**Routed metal per tile**

Drawn at 1 px/um. 14 x 27 tiles, from black (low) to pale yellow (high), scaled to the fullest tile. Values are wire area over tile area, all layers added.
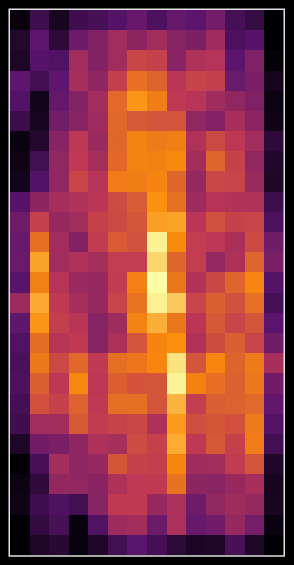
**Sequential cells grouped by signal name**

Drawn at 1 px/um. Other sequential cells in the stronger gray, the rest of the logic in the fainter gray.
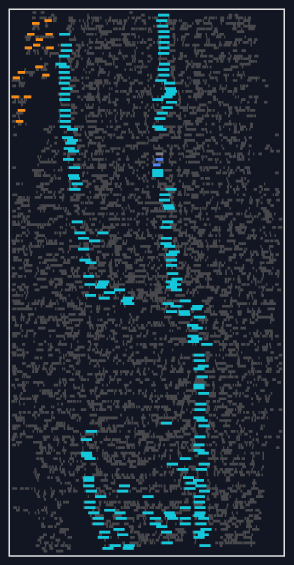
**M3 wires**

Drawn at 1 px/um.
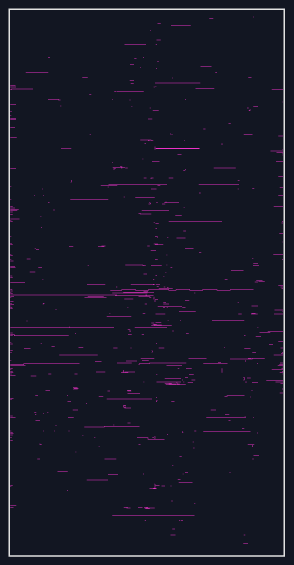
**Clock nets**

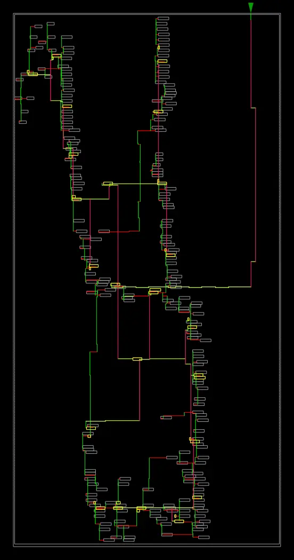
### src/rtl/intra_xform_pkg.sv
// Shared definitions for the 4x4 forward residual transform.
// Contents: the FSM state type, the H.264 4x4 forward core transform matrix
// C, and default pixel/coefficient widths.
package intra_xform_pkg;

  localparam int PIX_W_DEF  = 8;
  localparam int COEF_W_DEF = 16;

  typedef enum logic {
    LOAD = 1'b0,
    OUT  = 1'b1
  } state_t;

  // Forward core transform matrix, C[row][col].
  localparam int C [4][4] = '{
    '{ 1,  1,  1,  1},
    '{ 2,  1, -1, -2},
    '{ 1, -1, -1,  1},
    '{ 1, -2,  2, -1}
  };

endpackage

### src/rtl/intra_residual_xform4x4_fwd_core4.sv
// fwd_core4: combinational 1-D forward core transform, y = C * x.
// Ports:
//   x_i : 4 signed lanes of IN_W bits, lane k at [k*IN_W +: IN_W]
//   y_o : 4 signed lanes of OUT_W bits, lane i at [i*OUT_W +: OUT_W]
// OUT_W must exceed IN_W by enough to hold a gain of 6 (3 bits).
module fwd_core4
  import intra_xform_pkg::*;
#(
  parameter int IN_W  = 9,
  parameter int OUT_W = 12
) (
  input  logic [4*IN_W-1:0]  x_i,
  output logic [4*OUT_W-1:0] y_o
);

  logic signed [IN_W-1:0]  xs;
  logic signed [OUT_W-1:0] xe;
  logic signed [OUT_W-1:0] cw;
  logic signed [OUT_W-1:0] acc;

  // The coefficients are small constants, so each product reduces to
  // shifts and adds; the sum is exact within OUT_W.
  always_comb begin
    y_o = '0;
    xs  = '0;
    xe  = '0;
    cw  = '0;
    acc = '0;
    for (int i = 0; i < 4; i++) begin
      acc = '0;
      for (int k = 0; k < 4; k++) begin
        xs  = signed'(x_i[k*IN_W +: IN_W]);
        xe  = OUT_W'(xs);
        cw  = OUT_W'(C[i][k]);
        acc = acc + cw * xe;
      end
      y_o[i*OUT_W +: OUT_W] = acc;
    end
  end

endmodule

### src/rtl/intra_residual_xform4x4.sv
// intra_residual_xform4x4: residual formation plus H.264 4x4 forward core
// transform. Accepts four rows of original/predicted pixels, row-transforms
// each residual row into a buffer, then emits four rows of column-transformed
// coefficients.
// Ports:
//   clk, reset          : clock, synchronous active-high reset
//   in_valid/in_ready   : input row handshake
//   in_orig, in_pred    : 4 unsigned PIX_W lanes, lane 0 = leftmost
//   out_valid/out_ready : output row handshake
//   out_coef            : 4 signed COEF_W lanes (zero when not valid)
//   out_row, out_last   : row index of out_coef, high with row 3
//   blk_count           : completed blocks, wraps mod 2^16
module intra_residual_xform4x4
  import intra_xform_pkg::*;
#(
  parameter int PIX_W  = PIX_W_DEF,
  parameter int COEF_W = COEF_W_DEF
) (
  input  logic                clk,
  input  logic                reset,
  input  logic                in_valid,
  output logic                in_ready,
  input  logic [4*PIX_W-1:0]  in_orig,
  input  logic [4*PIX_W-1:0]  in_pred,
  output logic                out_valid,
  input  logic                out_ready,
  output logic [4*COEF_W-1:0] out_coef,
  output logic [1:0]          out_row,
  output logic                out_last,
  output logic [15:0]         blk_count
);

  localparam int RES_W = PIX_W + 1;
  localparam int T_W   = PIX_W + 4;

  state_t            state_q, state_d;
  logic [1:0]        row_q, row_d;
  logic [15:0]       blk_q, blk_d;
  logic              wr_en;
  logic [4*T_W-1:0]  buf_q [4];

  logic [4*RES_W-1:0]  res_row;
  logic [4*T_W-1:0]    t_row;
  logic [4*T_W-1:0]    col_in  [4];
  logic [4*COEF_W-1:0] col_out [4];

  // Residual: zero-extend both pixels by one bit so the difference is an
  // exact (PIX_W+1)-bit two's complement value.
  always_comb begin
    res_row = '0;
    for (int j = 0; j < 4; j++) begin
      res_row[j*RES_W +: RES_W] = {1'b0, in_orig[j*PIX_W +: PIX_W]}
                                - {1'b0, in_pred[j*PIX_W +: PIX_W]};
    end
  end

  fwd_core4 #(.IN_W(RES_W), .OUT_W(T_W)) u_row_xform (
    .x_i (res_row),
    .y_o (t_row)
  );

  // Column j of the buffer feeds column transform j; lane k of its input is
  // buffer row k.
  always_comb begin
    for (int j = 0; j < 4; j++) begin
      col_in[j] = '0;
      for (int k = 0; k < 4; k++) begin
        col_in[j][k*T_W +: T_W] = buf_q[k][j*T_W +: T_W];
      end
    end
  end

  for (genvar g = 0; g < 4; g++) begin : g_col
    fwd_core4 #(.IN_W(T_W), .OUT_W(COEF_W)) u_col_xform (
      .x_i (col_in[g]),
      .y_o (col_out[g])
    );
  end

  always_comb begin
    state_d = state_q;
    row_d   = row_q;
    blk_d   = blk_q;
    wr_en   = 1'b0;
    case (state_q)
      LOAD: begin
        if (in_valid) begin
          wr_en = 1'b1;
          row_d = row_q + 2'd1;
          if (row_q == 2'd3) state_d = OUT;
        end
      end
      OUT: begin
        if (out_ready) begin
          row_d = row_q + 2'd1;
          if (row_q == 2'd3) begin
            state_d = LOAD;
            blk_d   = blk_q + 16'd1;
          end
        end
      end
      default: state_d = LOAD;
    endcase
  end

  always_ff @(posedge clk) begin
    if (reset) begin
      state_q <= LOAD;
      row_q   <= '0;
      blk_q   <= '0;
      for (int k = 0; k < 4; k++) buf_q[k] <= '0;
    end else begin
      state_q <= state_d;
      row_q   <= row_d;
      blk_q   <= blk_d;
      if (wr_en) buf_q[row_q] <= t_row;
    end
  end

  // Outputs are gated to zero outside the OUT state.
  always_comb begin
    in_ready  = (state_q == LOAD);
    out_valid = (state_q == OUT);
    out_row   = out_valid ? row_q : 2'd0;
    out_last  = out_valid && (row_q == 2'd3);
    out_coef  = '0;
    if (out_valid) begin
      for (int j = 0; j < 4; j++) begin
        out_coef[j*COEF_W +: COEF_W] = col_out[j][row_q*COEF_W +: COEF_W];
      end
    end
    blk_count = blk_q;
  end

endmodule

### config.mk
export PLATFORM = sky130hd
export DESIGN_NAME = intra_residual_xform4x4
export DESIGN_NICKNAME = d
export VERILOG_FILES = /design/src/rtl/intra_xform_pkg.sv /design/src/rtl/intra_residual_xform4x4_fwd_core4.sv /design/src/rtl/intra_residual_xform4x4.sv
export SDC_FILE = /design/constraint.sdc
export NUM_CORES = 2
export LEC_CHECK = 0
export ABC_AREA = 1
export CAP_MARGIN = 30
export CELL_PAD_IN_SITES_DETAIL_PLACEMENT = 0
export CELL_PAD_IN_SITES_GLOBAL_PLACEMENT = 2
export CORE_ASPECT_RATIO = 2
export CORE_UTILIZATION = 27
export DETAILED_ROUTE_END_ITERATION = 12
export GPL_TIMING_DRIVEN = 0
export PLACE_DENSITY_LB_ADDON = 0.1
export SLEW_MARGIN = 0
export SYNTH_ARGS = -nofsm -noshare
export SYNTH_HDL_FRONTEND = slang
export SYNTH_SLANG_ARGS = --single-unit
export TNS_END_PERCENT = 50
### constraint.sdc
create_clock -name clk -period 7.4 [get_ports clk]
set_clock_uncertainty 0.1 [all_clocks]
set_input_delay 1.11 -clock clk [delete_from_list [all_inputs] [get_ports clk]]
set_output_delay 1.11 -clock clk [all_outputs]
set_load 0.02 [all_outputs]
==> results_dict.tcl <==
# collected from the flow reports
set metrics [dict create \
    synth.largest_area_cell "fa_1" \
    synth_cells 5343 \
    cts_tree "built" \
    postCtsHoldBufs 0 \
    place_hpwl_um 165200 \
    outcome "finished clean" \
    final_cells 7500 \
    gp_congestion 0.9131 \
    internal_power_uw 9009 \
    min_path_cells 1 \
    swShare 0.6035 \
    drc 0 \
    vias_per_cell 4.772 \
    regToRegStartpoint "out_valid" \
    flop_cell "edfxtp_1" \
    grt_max_degree 35 \
    netlist.area_leader.share 0.2006 \
    cp.arrival_ns 5.96 \
    initial_core_util 0.2716 \
    leakage_uw 0.02244 \
    max_slew_margin 0.3331 \
    ys_warn_count 0 \
    yosysUniqueCellTypes 57 \
    topCombFamilyByArea "adder cells" \
    grt_pass1_vias 38890 \
    tightest_slew_ns 1.000 \
    p_seq_frac 0.083 \
    drt-initial-drc-count 1618 \
    hold_viol_final 0 \
    final_antenna_net_count 0 \
    final_area_mm2 0.04551 \
    clk_latency_ns 0.58 \
    min-delay-start "blk_count[15]" \
    edf_count 192 \
    slew_viol_final 0 \
    ys.flops 211 \
    critPathSlowestCell "clkdlybuf4s50_1" \
    drt-pass1-iter-count 6 \
    antenna_found_initial 4 \
    most_common_cell "inv_1" \
    post-route-period-util 0.9695 \
    ys_sh_aoi 0.1159 \
    die_w_um 273.6 \
    totalWireLength_um 189200 \
    p_switching_uw 13710 \
    ys_top_cells_by_count "inv_1 (1,167), nand2_1 (880), nor2_1 (458)" \
    die-area_mm2 0.1491 \
    peakVddDrop_mv 0.1905 \
    ys_seq_frac 0.1543 \
    dp.cells 7447 \
    cts_max_level 1 \
    async_flop_share 0 \
    r2r_end "buf_q[2][19]" \
    post_dp_cell_area_mm2 0.04454 \
    vias 35790 \
    ys_sh_mux 0 \
    min_period_ns 7.174 \
    overflow 0 \
    ys_cells 5343 \
    syn-num-nets 6265 \
    comb_area_mm2 0.02918 \
    setup_violations 0 \
    worstPathRequired_ns 6.19 \
    clk_pin_slew_ns 0.07 \
    maxCapViolCount 0 \
    core_area_mm2 0.1467 \
    fp.dieH_um 545.1 \
    num_rows 199 \
    warnings 39 \
    critPathMaxStageDelay_ns 0.59 \
    max_freq_mhz 139.4 \
    wire_per_inst_um 25.22 \
    crit_path_start_kind "register" \
    drive_gt1_frac 0.04277 \
    p_per_area_mw_per_mm2 499.3 \
    cts.sinks 211 \
    fillers 16070 \
    ys_sh_adder 0.3435 \
    synthTopCellsByArea "fa_1 (20%), edfxtp_1 (14%), ha_1 (14%), inv_1 (11%), nand2_1 (8.3%)" \
    numCtsBuffers 23 \
    combPwrFrac 0.864 \
    r2r_cells 12 \
    avgSynthCellArea_um2 7.454 \
    clockBufferDepth 3 \
    crit_fanout 6 \
    simple_gate_share 0.2043 \
    pwr-share-clk 0.053 \
    grt_pass1_wl_um 267200 \
    r2r_setup_slack_ns 2.47 \
]
-- 'routed metal per tile' (at the start) --
42% of the tiles are over half the peak. The densest ninth of the die: middle. The mean over all tiles is 0.20. The emptiest ninth of the die: top left. 1.9% of the tiles are nearly empty.

-- 'sequential cells grouped by signal name' (at the start) --
Key: cyan = `buf_q` [sequential cells 192]; orange = `blk_count` [sequential cells 16, where top left]; blue = `row_q` [sequential cells 2]
Post-Route Utilization: 0.3103
Seq/total area: 0.1351
register area: 0.006146 mm^2
Seq. pwr: 1880 uW

-- 'M3 wires' (at the start) --
The layer holds 1.8% of the routed length. The wires run mostly horizontal. 321 nets have wire on it.

-- 'clock nets' (at the start) --
CLK BUF: 27
P_clk: 1210 uW

-- sequential cells by signal, indices dropped and copies added, names as in the netlist --
signal	cells
row_q	2
blk_count	16
buf_q	192
out_valid	1
-- how the worst max path moves through the flow --
stage | start | end
6_report | buf_q[0][0] | out_coef[14]
5_1_grt | buf_q[1][4] | out_coef[14]
4_1_cts | buf_q[1][37] | out_coef[60]
3_5_place_dp | buf_q[1][37] | out_coef[60]
3_3_place_gp | row_q[1] | buf_q[3][22]
2_1_floorplan | in_orig[8] | buf_q[0][10]
-- power groups by stage --
stage / Combinational (uW) / Clock [uW] / Sequential, uW
floorplan: 13300 / 0 / 1780
global placement: 19600 / 0 / 1920
detailed placement: 19600 / 0 / 1910
CTS: 19800 / 1240 / 1890
global route: 22000 / 1260 / 1910
finish: 19600 / 1210 / 1880
-- cell type report --
cell class / count / share of cell area
tap: 1909 / 0.05249
antenna: 3 / 0.0001650
inverter: 1181 / 0.09742
multi-input combinational: 3883 / 0.6412
clock inverter: 13 / 0.002832
clock buffer: 27 / 0.01298
sequential: 211 / 0.1351
timing repair buffer: 205 / 0.05144
buffer: 68 / 0.006461
-- stage by stage --
stage | setup TNS (ns) | util | hold slack, ns | setup slack [ns] | total power, uW
floorplan | 0 | - | 0.4275 | 1.829 | 15050
global placement | -255.63 | 0.2982 | 0.3514 | -4.570 | 21520
detailed placement | -0.04946 | 0.3037 | 0.3463 | -0.04946 | 21550
CTS | 0 | 0.3091 | 0.3665 | 0.005583 | 22900
global route | -0.04958 | 0.3103 | 0.3776 | -0.04549 | 25200
finish | 0 | 0.3103 | 0.3700 | 0.2257 | 22720
-- critical path: cells and delay by family (launching register included) --
family / cells / cell delay [ns]
fa+ha+maj: 4 / 1.56
simple gates: 12 / 1.37
xor+xnor: 1 / 0.24
compound gates: 6 / 1.05
buf+inv: 3 / 0.69
flops: 1 / 0.45
-- logic make-up (layout without fill, tap and decap cells) --
logic type                 count (synthesis)  count (layout)
DFF                                      211             211
AOI/OAI and AO/OA                        844             844
and+or+nand+nor                         1897            1897
buffers and inverters                   1249            1494
xor gates and xnor gates                 288             288
other                                      0               3
adders and majority gates                854             854
-- metal layers --
layer | part of all wire | routed length [um] | up-vias | GRT usage
met4 | 0.056 | 10600 | 0 | 0.1223
met2 | 0.59 | 111400 | 650 | 0.5346
met1 | 0.34 | 63800 | 17350 | 0.2387
li1 | - | - | 17540 | -
met3 | 0.018 | 3350 | 257 | 0.01188
met5 | 0 | 0 | - | 0
-- layout by cell type, fill, tap and decap left out, drive strengths merged, types with 9 or more instances in the layout --
cell type,count
buf,64
xnor2,73
nand3,317
clkdlybuf4s50,148
a21o,13
clkbuf,85
or2,32
nor3,108
nand4,43
a22oi,9
ha,455
o21ai,249
fa,399
a21oi,444
a221oi,10
o21a,10
a31oi,28
nand2,894
o211ai,11
o21bai,21
xor2,215
dfxtp,19
nor2,469
edfxtp,192
nand3b,18
inv,1182
-- what timing repair did --
item,4_1_cts,5_1_grt
pin swaps,0,2
setup endpoints to repair,9,18
buffers inserted,1,9
gates resized,11,30
Power is estimated from default activity; no workload was simulated.
